**config.mk**
```make
export PLATFORM = sky130hd
export DESIGN_NAME = fcl_fp_stream
export DESIGN_NICKNAME = d
export VERILOG_FILES = /design/src/rtl/fcl_fp_stream.sv
export SDC_FILE = /design/constraint.sdc
export NUM_CORES = 2
export LEC_CHECK = 0
export CORE_UTILIZATION = 60
export DETAILED_ROUTE_END_ITERATION = 12
export PLACE_DENSITY = 0.78
export SLEW_MARGIN = 20
export SYNTH_ARGS = -nofsm -noshare
export SYNTH_HDL_FRONTEND = slang
export SYNTH_SLANG_ARGS = --single-unit
```
**constraint.sdc**
```tcl
create_clock -name clk -period 24.7 [get_ports clk]
set_input_delay 3.705 -clock clk [delete_from_list [all_inputs] [get_ports clk]]
set_output_delay 3.705 -clock clk [all_outputs]
set_load 0.005 [all_outputs]
```
**src/rtl/fcl_fp_stream.sv**
```systemverilog
// Fixed-point fully-connected layer engine: PARALLEL neurons accumulate a broadcast
// activation stream, then round, shift, ReLU and saturate into a 1-deep output slot.
module fcl_fp_stream #(
  parameter int FP_WIDTH  = 8,
  parameter int ACC_WIDTH = 32,
  parameter int PARALLEL  = 8,
  parameter int SH_W      = $clog2(ACC_WIDTH)
) (
  input  logic                         clk,
  input  logic                         rst,
  input  logic                         in_valid,
  output logic                         in_ready,
  input  logic                         in_last,
  input  logic [FP_WIDTH-1:0]          in_data,
  input  logic [PARALLEL*FP_WIDTH-1:0] in_w,
  input  logic [PARALLEL*FP_WIDTH-1:0] bias,
  input  logic [SH_W-1:0]              cfg_shift,
  input  logic                         cfg_relu,
  output logic                         out_valid,
  input  logic                         out_ready,
  output logic [PARALLEL*FP_WIDTH-1:0] out_data,
  output logic [PARALLEL-1:0]          ovf
);

  localparam int PW = 2 * FP_WIDTH;
  localparam int RW = ACC_WIDTH + 1;
  localparam logic signed [RW-1:0] MAXV = RW'((2 ** (FP_WIDTH - 1)) - 1);
  localparam logic signed [RW-1:0] MINV = RW'(-(2 ** (FP_WIDTH - 1)));

  // Handshake: a beat moves on in_valid & in_ready; a result moves on out_valid & out_ready.
  // The output slot is 1 deep, so every beat stalls while a result is held unaccepted.
  logic                        first;
  logic                        accept;
  logic signed [ACC_WIDTH-1:0] acc   [PARALLEL];
  logic signed [ACC_WIDTH-1:0] sum_d [PARALLEL];
  logic [PARALLEL-1:0]         ovf_now;
  logic [PARALLEL*FP_WIDTH-1:0] res_d;
  logic signed [RW-1:0]        half;

  assign in_ready = ~rst & (~out_valid | out_ready);
  assign accept   = in_valid & in_ready;

  // Rounding offset is half an output LSB; zero when no shift is applied.
  assign half = (cfg_shift == '0) ? '0 : (RW'(1) << (cfg_shift - SH_W'(1)));

  genvar g;
  for (g = 0; g < PARALLEL; g++) begin : g_lane
    logic signed [FP_WIDTH-1:0]  w;
    logic signed [FP_WIDTH-1:0]  b;
    logic signed [PW-1:0]        prod;
    logic signed [ACC_WIDTH-1:0] prod_ext;
    logic signed [ACC_WIDTH-1:0] base;
    logic signed [ACC_WIDTH-1:0] sum;
    logic signed [RW-1:0]        t_ext;
    logic signed [RW-1:0]        rnd;
    logic signed [RW-1:0]        r;
    logic [FP_WIDTH-1:0]         res;

    assign w        = in_w[g*FP_WIDTH +: FP_WIDTH];
    assign b        = bias[g*FP_WIDTH +: FP_WIDTH];
    assign prod     = $signed(in_data) * w;
    assign prod_ext = ACC_WIDTH'(prod);
    assign base     = first ? ACC_WIDTH'(b) : acc[g];
    assign sum      = base + prod_ext;
    assign ovf_now[g] = (base[ACC_WIDTH-1] == prod_ext[ACC_WIDTH-1]) &&
                        (sum[ACC_WIDTH-1] != base[ACC_WIDTH-1]);
    assign sum_d[g] = sum;

    // One extra bit keeps t + half from wrapping before the shift.
    assign t_ext = RW'(sum);
    assign rnd   = t_ext + half;
    assign r     = rnd >>> cfg_shift;

    always_comb begin
      res = r[FP_WIDTH-1:0];
      if (cfg_relu && (r < 0)) begin
        res = '0;
      end else if (r > MAXV) begin
        res = MAXV[FP_WIDTH-1:0];
      end else if (r < MINV) begin
        res = MINV[FP_WIDTH-1:0];
      end
    end

    assign res_d[g*FP_WIDTH +: FP_WIDTH] = res;
  end

  always_ff @(posedge clk) begin
    if (rst) begin
      first     <= 1'b1;
      out_valid <= 1'b0;
      out_data  <= '0;
      ovf       <= '0;
      for (int i = 0; i < PARALLEL; i++) begin
        acc[i] <= '0;
      end
    end else begin
      if (accept) begin
        first <= in_last;
        ovf   <= ovf | ovf_now;
        for (int i = 0; i < PARALLEL; i++) begin
          acc[i] <= sum_d[i];
        end
      end
      // A new result may replace the one draining this cycle, keeping full throughput.
      if (accept && in_last) begin
        out_valid <= 1'b1;
        out_data  <= res_d;
      end else if (out_ready) begin
        out_valid <= 1'b0;
      end
    end
  end

endmodule

```
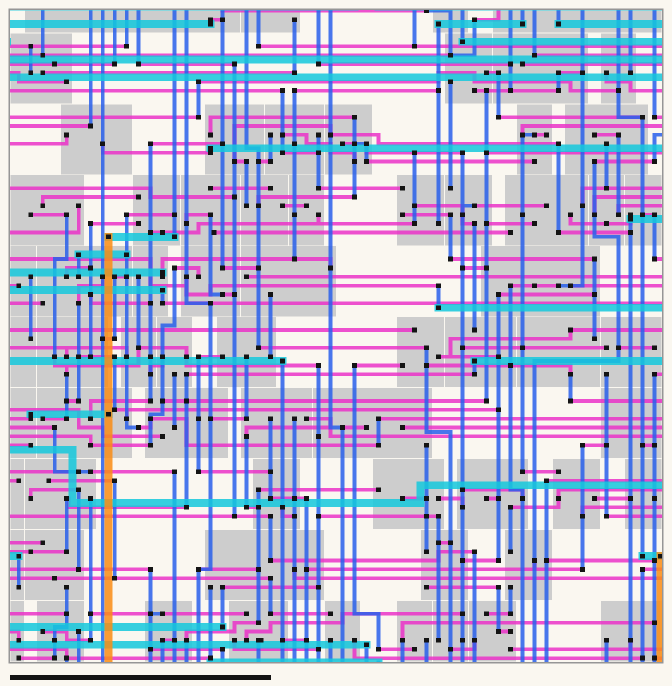
Figure 1: layout detail.
Bar = 10 microns. Window x 177 to 202, y 101 to 126 microns. Cells in gray, sequential cells in the stronger gray; small squares are vias.
- metal 1: magenta
- metal 4: orange
- metal 3: cyan
- metal 2: blue
- most frequent: a21oi_1 (6)
- sequential cells in the window: 0
- cells with their middle in the window: 56

==> job_summary.md <==
### Metrics collected by this job

| Metric | Value |
|---|---|
| Run status | `finished, final reports clean` |
| GRT Residual Overflow | `0` |
| Skew final | `0.06214 ns` |
| Synth Instances | `11,140` |
| Post-synth EDFFs | `256` |
| CTS Buf Count | `43` |
| CP top delay family | `AND-OR/OR-AND gates` |
| Syn. warnings | `0` |
| Tool Warnings | `41` |
| Cell type with the largest total area after synthesis | `fa_1` |
| DRC | `0` |
| Buf/Inv on CP | `7` |
| Vias in the first global route | `83,780` |
| Post-CTS sizing | `0` |
| Top Ports | `221` |
| Worst Hold Class | `register to register` |
| Post-layout min period | `17.23 ns` |
| Starting Density | `60.44%` |
| Hold endpoint | `out_data[23]` |
| Unique masters post-synth | `~120` |
| Iteration-0 DRC Markers | `15,250` |
| Worst-Margin Slew | `1.331 ns` |
| CP required | `25.32 ns` |
| Final Hold Viols | `0` |
| Die H | `379.4 microns` |
| Post-cts hold buffer count | `0` |
| Routability Congestion | `1.119` |
| Postcts setup bufs | `0` |
| Drt via density | `7.164` |
| Slowest stage cell, crit path | `nor2b_1` |
| Nets | `between 10,000 and 15,000` |
| Cell area after synthesis | `0.08547 sq mm` |
| Hold path depth | `2` |
| Final worst path period share | `69.77%` |
| Die width | `379.4 microns` |
| Initial antenna violation count | `17` |
| Clk pin slew, worst setup/hold paths | `0.06 ns` |
| Die Area | `between 0.1 and 0.15 sq mm` |
| CTS HTree Levels | `2` |
| Worst R2R Start | `first` |
| Fin Setup TNS | `0 ns` |
| TritonCTS clock tree | `built` |
| Vias | `92,360` |
| Largest net degree at the start of global routing | `177` |
| Total track usage | `47.62%` |
| First-pass GRT wire length | `525.1 mm` |
| CTS sink count | `~330` |
| Max-slew headroom | `11.19%` |
| Unrepaired setup endpoints after global routing | `no` |
| Min-delay src | `out_data[23]` |
| Clock root cell | `clkbuf_16` |
| Worst R2R End | `out_data[62]` |
| Count leader, synth | `inv_1` |
| Hpwl dp | `271.7 mm` |
| WS Path Type | `input pin to register` |
| Antenna Violating Nets Remaining | `0` |
| Core ar. | `0.1414 sq mm` |
| Yosys cell count | `11,140` |
| Final Core Density | `63.99%` |
| CP Launch Type | `input pin` |
| Setup Viol. Count Final | `0` |
| Insertion Delay late pin | `just under 0.7 ns` |
| I/O Buffers | `between 200 and 250` |
| Reg2reg path depth | `37` |
| Slew Viols, Final | `0` |
| Register area share after synthesis | `a little over a tenth` |
| Mapped Avg Cell Area | `7.670 sq um` |
| Proportion of layout cells with a drive suffix above 1 | `6.229%` |
| Yosys chip area | `0.08547 sq mm` |
| Seq cells post-synth | `330` |
| Synth async-reset ratio | `0%` |
| Synth area leaders | `fa_1 (11%), ha_1 (9.5%), edfxtp_1 (9.0%)` |
| Drt wl/cell | `27.73 microns` |
| Max Root-Sink Buffers | `3` |
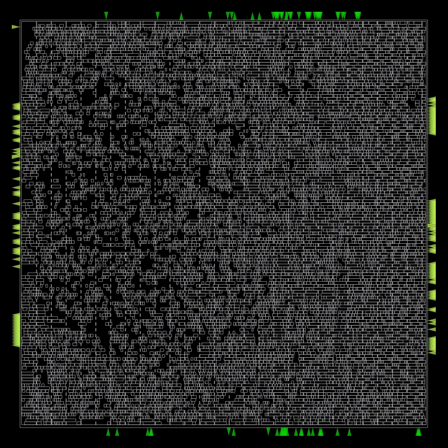
Figure 2: placement view.
flop share of the area: 10.14%
seq_cells: 330
Filler Cell Count: 12,010
non-filler instance count after layout: 12,890
Cell Rows: 138

==> worst min-delay path: stages (launching register included) <==
cell     delay (ns)
dfxtp_1        0.33
nand2_1        0.05
o21ai_0        0.06
==> cells by family (layout without fill, tap and decap cells) <==
group / count (synthesis) / in the layout / synth area share, %
AND/OR/NAND/NOR: 3628 / 3628 / 21.38
other: 1 / 13 / 0.004387
XOR/XNOR: 559 / 559 / 5.777
AND-OR/OR-AND: 3500 / 3500 / 28.37
buffers and inverters: 1550 / 1396 / 6.888
multiplexers: 464 / 464 / 6.599
adder cells (fa/ha/maj): 1112 / 1112 / 20.26
flip-flops: 330 / 330 / 10.73
==> routing by layer <==
metal	share of wire, %	wire, microns	vias up	track usage, %
li1	-	-	40360	-
met1	40	144300	43830	67.43
met2	38	135000	7004	63.28
met3	16	58040	1146	17.37
met4	5.5	19800	24	21.44
met5	0.086	309	-	0.7204
==> state kept, by name (all words and copies together) (netlist names) <==
register	cells
first	1
acc	256
out_valid	1
ovf	8
out_data	64
==> how the worst max path moves through the flow <==
stage / start / end / slack, ns / depth (start not counted)
floorplan: in_data[7] / out_data[32] / 9.45 / 50
CTS: in_data[7] / out_data[48] / 7.75 / 42
global placement: in_data[7] / out_data[35] / 7.67 / 44
global route: in_data[7] / out_data[34] / 6.55 / 43
detailed placement: in_data[7] / out_data[48] / 7.11 / 42
finish: in_data[6] / out_data[62] / 7.47 / 45
==> cell type report <==
cell class	instances	area, sq um
multi-input combinational	9271	70550
fill	12010	50920
sequential	330	9173
timing repair buffer	396	3553
inverter	920	3482
tap	1890	2365
clock buffer	61	1164
clock inverter	19	196.4
antenna	5	12.51
==> cell usage in the layout, fill, tap and decap left out, types with 139 or more instances in the layout <==
cell	Yosys	final
nor3_1	250	247
a21oi_1	776	776
o21ai_0	522	522
xor2_1	139	139
a211oi_1	202	201
mux2_2	166	166
ha_1	647	647
fa_1	456	456
nand2_1	882	879
edfxtp_1	256	256
xnor2_1	417	416
a31oi_1	143	143
and2_1	617	616
nor2b_1	166	165
mux2i_1	235	235
clkdlybuf4s50_1	0	206
nor2_1	823	810
o211ai_1	158	158
nand3_1	196	196
inv_1	915	910
buf_4	0	172
a21o_1	383	383
==> metrics by stage <==
| stage | hold WS (ns) | std cells | worst slack (ns) | cell area [sq um] |
|---|---|---|---|---|
| finish | 0.4727 | 12890 | 7.468 | 90490 |
| global route | 0.5034 | 12890 | 6.548 | 90480 |
| CTS | 0.4737 | 12890 | 7.751 | 90460 |
| detailed placement | 0.4509 | 12810 | 7.113 | 89100 |
| global placement | 0.4530 | 12810 | 7.667 | 89090 |
| floorplan | 0.4487 | 11150 | 9.449 | 85500 |
